layer_met4.png
The bar under the picture is 100 microns long. Supply wires on this layer in gray.
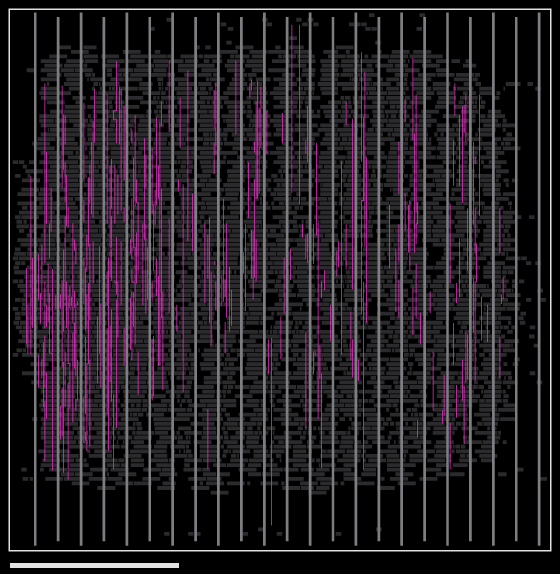
congestion.png
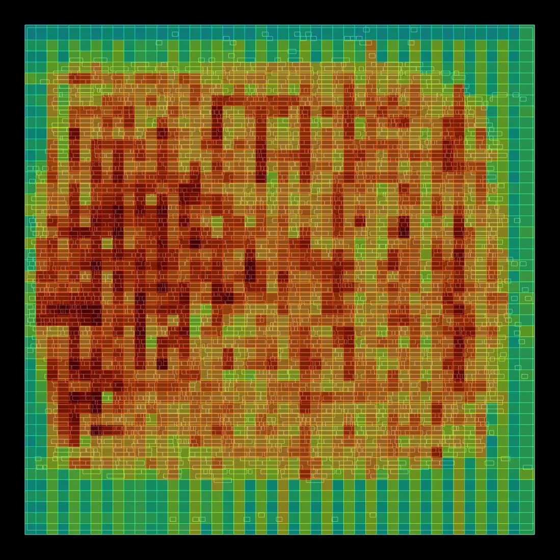
cell_density.png
32 x 32 tiles, from white (low) to dark blue (high), 0 to 100% covered.
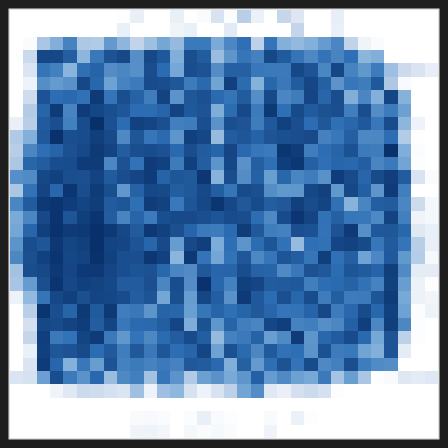
placement_by_type.png
The bar under the picture is 100 microns long. Fill, decap, tap and diode cells in gray.
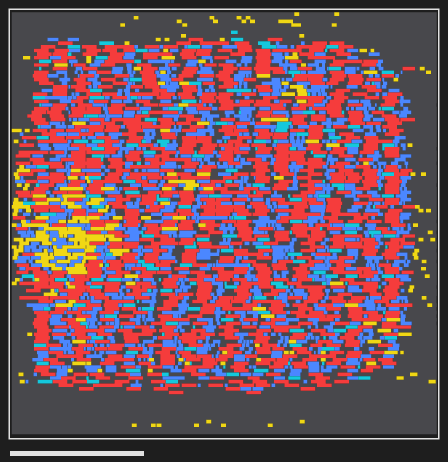
layer_met1.png
Supply wires on this layer in gray.
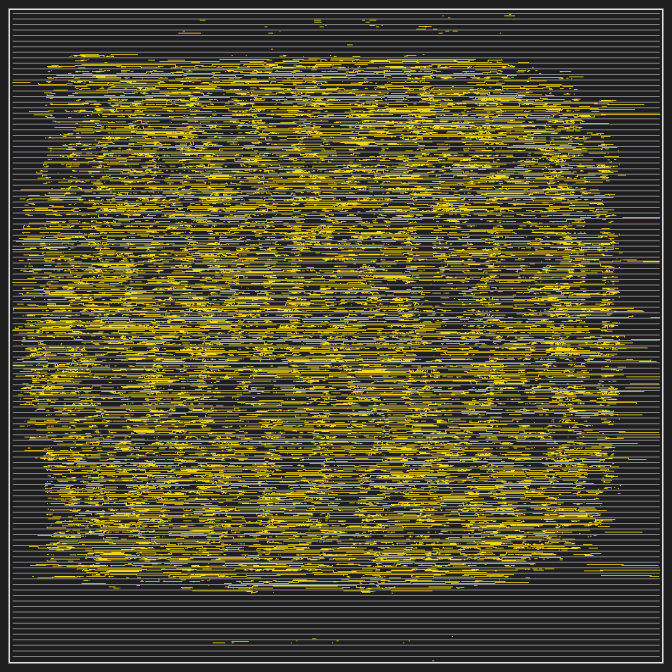
`config.mk`:
```
export PLATFORM = sky130hd
export DESIGN_NAME = regbank_param
export DESIGN_NICKNAME = d
export VERILOG_FILES = /design/src/rtl/regbank_param.sv
export SDC_FILE = /design/constraint.sdc
export NUM_CORES = 1
export LEC_CHECK = 0
export CAP_MARGIN = 20
export CORE_UTILIZATION = 50
export CTS_CLUSTER_SIZE = 25
export DETAILED_ROUTE_END_ITERATION = 8
export GPL_TIMING_DRIVEN = 0
export HOLD_SLACK_MARGIN = 0.06
export PLACE_DENSITY = 0.77
export REMOVE_ABC_BUFFERS = 1
export SYNTH_ARGS = -nofsm -noshare
export SYNTH_HDL_FRONTEND = slang
export SYNTH_SLANG_ARGS = --single-unit
```
`constraint.sdc`:
```
create_clock -name clk -period 3.2 [get_ports clk]
set_input_delay 0.64 -clock clk [delete_from_list [all_inputs] [get_ports clk]]
set_output_delay 0.64 -clock clk [all_outputs]
set_load 0.03 [all_outputs]
```
`src/rtl/regbank_param.sv`:
```
`default_nettype none
// ============================================================================
//  Module   : regbank_param
//  Purpose  : Parametrised register bank with two registered read ports, one
//             write port, optional hardwired-zero x0, a post-reset clear
//             sweep and a read-valid flag. Optional macro: REGBANK_BYPASS_EN
//             (write-first forwarding on same-address read/write).
//  Revision : 1.0 - initial release
// ============================================================================
module regbank_param #(
    parameter int DATA_W    = 32,
    parameter int ADDR_W    = 5,
    parameter int DEPTH     = 32,
    parameter bit ZERO_REG0 = 1'b1
) (
    input  logic              clk,
    input  logic              rst,
    input  logic              CSBar,
    input  logic              rdEn,
    input  logic              wrEn,
    input  logic [ADDR_W-1:0] regSelSrc0,
    input  logic [ADDR_W-1:0] regSelSrc1,
    input  logic [ADDR_W-1:0] regSelDst,
    input  logic [DATA_W-1:0] regDst,
    output logic [DATA_W-1:0] regSrc0,
    output logic [DATA_W-1:0] regSrc1,
    output logic              rdValid,
    output logic              ready
);

    localparam int                 c_IDX_W   = (DEPTH > 1) ? $clog2(DEPTH) : 1;
    localparam logic [ADDR_W:0]    c_DEPTH   = (ADDR_W + 1)'(DEPTH);
    localparam logic [c_IDX_W-1:0] c_LAST    = c_IDX_W'(DEPTH - 1);
    localparam logic [0:0]         c_ST_INIT = 1'b0;
    localparam logic [0:0]         c_ST_RUN  = 1'b1;

    logic [0:0]         r_state;
    logic [0:0]         w_stateNext;
    logic [c_IDX_W-1:0] r_clrCnt;
    logic [DATA_W-1:0]  r_mem [DEPTH];
    logic [DATA_W-1:0]  r_src0;
    logic [DATA_W-1:0]  r_src1;
    logic               r_rdValid;

    logic               w_run;
    logic               w_rdAcc;
    logic               w_wrAcc;
    logic [c_IDX_W-1:0] w_dstIdx;
    logic [ADDR_W-1:0]  w_rdSel  [2];
    logic [DATA_W-1:0]  w_rdData [2];

    // A selector is live when it names a real register that is not the
    // hardwired-zero x0; anything else reads 0 and swallows writes.
    function automatic logic addrOk(input logic [ADDR_W-1:0] sel);
        return ({1'b0, sel} < c_DEPTH) && !(ZERO_REG0 && (sel == '0));
    endfunction

    assign w_run    = (r_state == c_ST_RUN);
    assign w_rdAcc  = w_run && !CSBar && rdEn;
    assign w_wrAcc  = w_run && !CSBar && wrEn && addrOk(regSelDst);
    assign w_dstIdx = regSelDst[c_IDX_W-1:0];

    assign w_rdSel[0] = regSelSrc0;
    assign w_rdSel[1] = regSelSrc1;

    for (genvar p = 0; p < 2; p++) begin : g_rdPort
        logic [c_IDX_W-1:0] w_idx;
        logic               w_ok;
        logic               w_fwd;

        assign w_idx = w_rdSel[p][c_IDX_W-1:0];
        assign w_ok  = addrOk(w_rdSel[p]);
`ifdef REGBANK_BYPASS_EN
        // Only accepted writes forward, so suppressed targets never leak.
        assign w_fwd = w_wrAcc && (w_rdSel[p] == regSelDst);
`else
        assign w_fwd = 1'b0;
`endif
        assign w_rdData[p] = !w_ok ? '0 : (w_fwd ? regDst : r_mem[w_idx]);
    end

    always_comb begin
        w_stateNext = r_state;
        if ((r_state == c_ST_INIT) && (r_clrCnt == c_LAST)) begin
            w_stateNext = c_ST_RUN;
        end
    end

    always_ff @(posedge clk or posedge rst) begin
        if (rst) begin
            r_state <= c_ST_INIT;
        end else begin
            r_state <= w_stateNext;
        end
    end

    always_ff @(posedge clk or posedge rst) begin
        if (rst) begin
            r_clrCnt  <= '0;
            r_src0    <= '0;
            r_src1    <= '0;
            r_rdValid <= 1'b0;
        end else begin
            if (!w_run) begin
                r_clrCnt <= r_clrCnt + 1'b1;
            end
            r_rdValid <= w_rdAcc;
            if (w_rdAcc) begin
                r_src0 <= w_rdData[0];
                r_src1 <= w_rdData[1];
            end
        end
    end

    // Storage has no reset; the INIT sweep zeroes it one entry per clock.
    always_ff @(posedge clk) begin
        if (!rst) begin
            if (!w_run) begin
                r_mem[r_clrCnt] <= '0;
            end else if (w_wrAcc) begin
                r_mem[w_dstIdx] <= regDst;
            end
        end
    end

    assign regSrc0 = r_src0;
    assign regSrc1 = r_src1;
    assign rdValid = r_rdValid;
    assign ready   = w_run;

endmodule
`default_nettype wire

```
==> GITHUB_STEP_SUMMARY <==
## Implementation flow summary

| Metric | Value |
|---|---|
| Outcome | `complete, but fails checks` |
| Failing checks | `setup timing` |
| Top Consumer | `registers` |
| Relative slew slack | `under 10%` |
| DR WL met3 | `between 20000 and 25000 microns` |
| Peak supply drop | `between 400 and 500 uV` |
| Reg2reg setup slack | `~130 ps` |
| Slew @ Worst Pin | `about 1400 ps` |
| Layout cell share with drive strength beyond 1 | `around a quarter` |
| Max reg flops | `approximately 1000` |
| Crit start category | `input port` |
| Well-Tap Cells | `about 1300` |
| Internal Pwr Total | `roughly 24000 uW` |
| Worst R2R Path Depth | `3` |
| Reg clk slew, reported paths | `70 ps` |
| F_max | `between 300 and 400 MHz` |
| Uppermost layer routed | `met5` |
| GR Util All Layers | `a little under a third` |
| Final setup fails | `25` |
| Sw Ratio | `between 20% and 30%` |
| CP Data Arrival Time | `between 3000 and 4000 ps` |
| Comb_multi_in | `approximately 1500` |
| First-pass detailed-route iteration total | `6` |
| Final setup margin | `-47.6 ps` |
| Pwr Total | `about 32000 uW` |
Back to the opening pictures, layer_met4.png:
share of all routed wire	6.0%
longest straight run	123 microns
detailed-route via count: 32400
drt total wl: 159000 microns

Back to the opening pictures, congestion.png:
GRT busiest layer: met2
final core occ: 59.4%
M3 GR Usage: 7.86%
WL/cell: 36.4 microns

Back to the opening pictures, cell_density.png:
mean over tiles	56%
fullest tile	100%
nearly empty tiles	18%
emptiest ninth of the die	south-east
tiles over 75% full	43%
fp util: 50.5%
core area: 0.100 sq mm

Back to the opening pictures, placement_by_type.png:
class	color	cells	share of their area
clock drivers and dummy loads	cyan	208	6.4%
remaining buffers and delay cells	yellow	273	7.6%
combinational and other logic	blue	1503	30%
sequential cells	red	1095	56%
flop share of the area: 54.7%
Rows: 116
Design Area, Final: 0.0595 sq mm

Back to the opening pictures, layer_met1.png:
longest straight run	80.3 microns
main direction	horizontal
nets with wire on the layer	2913
share of all routed wire	34%
wire length on this layer	54.7 mm
GR Layer Usage met1: 40.7%

critical path, delay by kind of cell:
kind / cells / cell delay (ps)
compound gates: 2 / 1080
buf+inv: 2 / 890
simple gates: 2 / 970
kinds of logic (layout without fill, tap and decap cells):
logic type                 after synthesis  count (layout)  synth area share (%)
AOI/OAI and AO/OA                      488             488                  7.22
xor gates and xnor gates                 3               3                0.0520
adders and majority gates                2               2                0.0495
buffers and inverters                  235             491                  2.61
DFF                                   1095            1095                  64.4
muxes                                  714             714                  22.7
other                                    0               2                     0
and+or+nand+nor                        286             286                  3.00
stage by stage:
step | hold WS [ps] | cell area [sq um] | TNS [ps]
floorplan | 495 | 49300 | -347690
global route | 484 | 59500 | -1550
detailed placement | 472 | 55000 | -1504020
global placement | 464 | 52100 | -
finish | 440 | 59500 | -580
CTS | 465 | 59400 | 0
Power figures rest on the tool's default switching activity, not on a simulated workload.
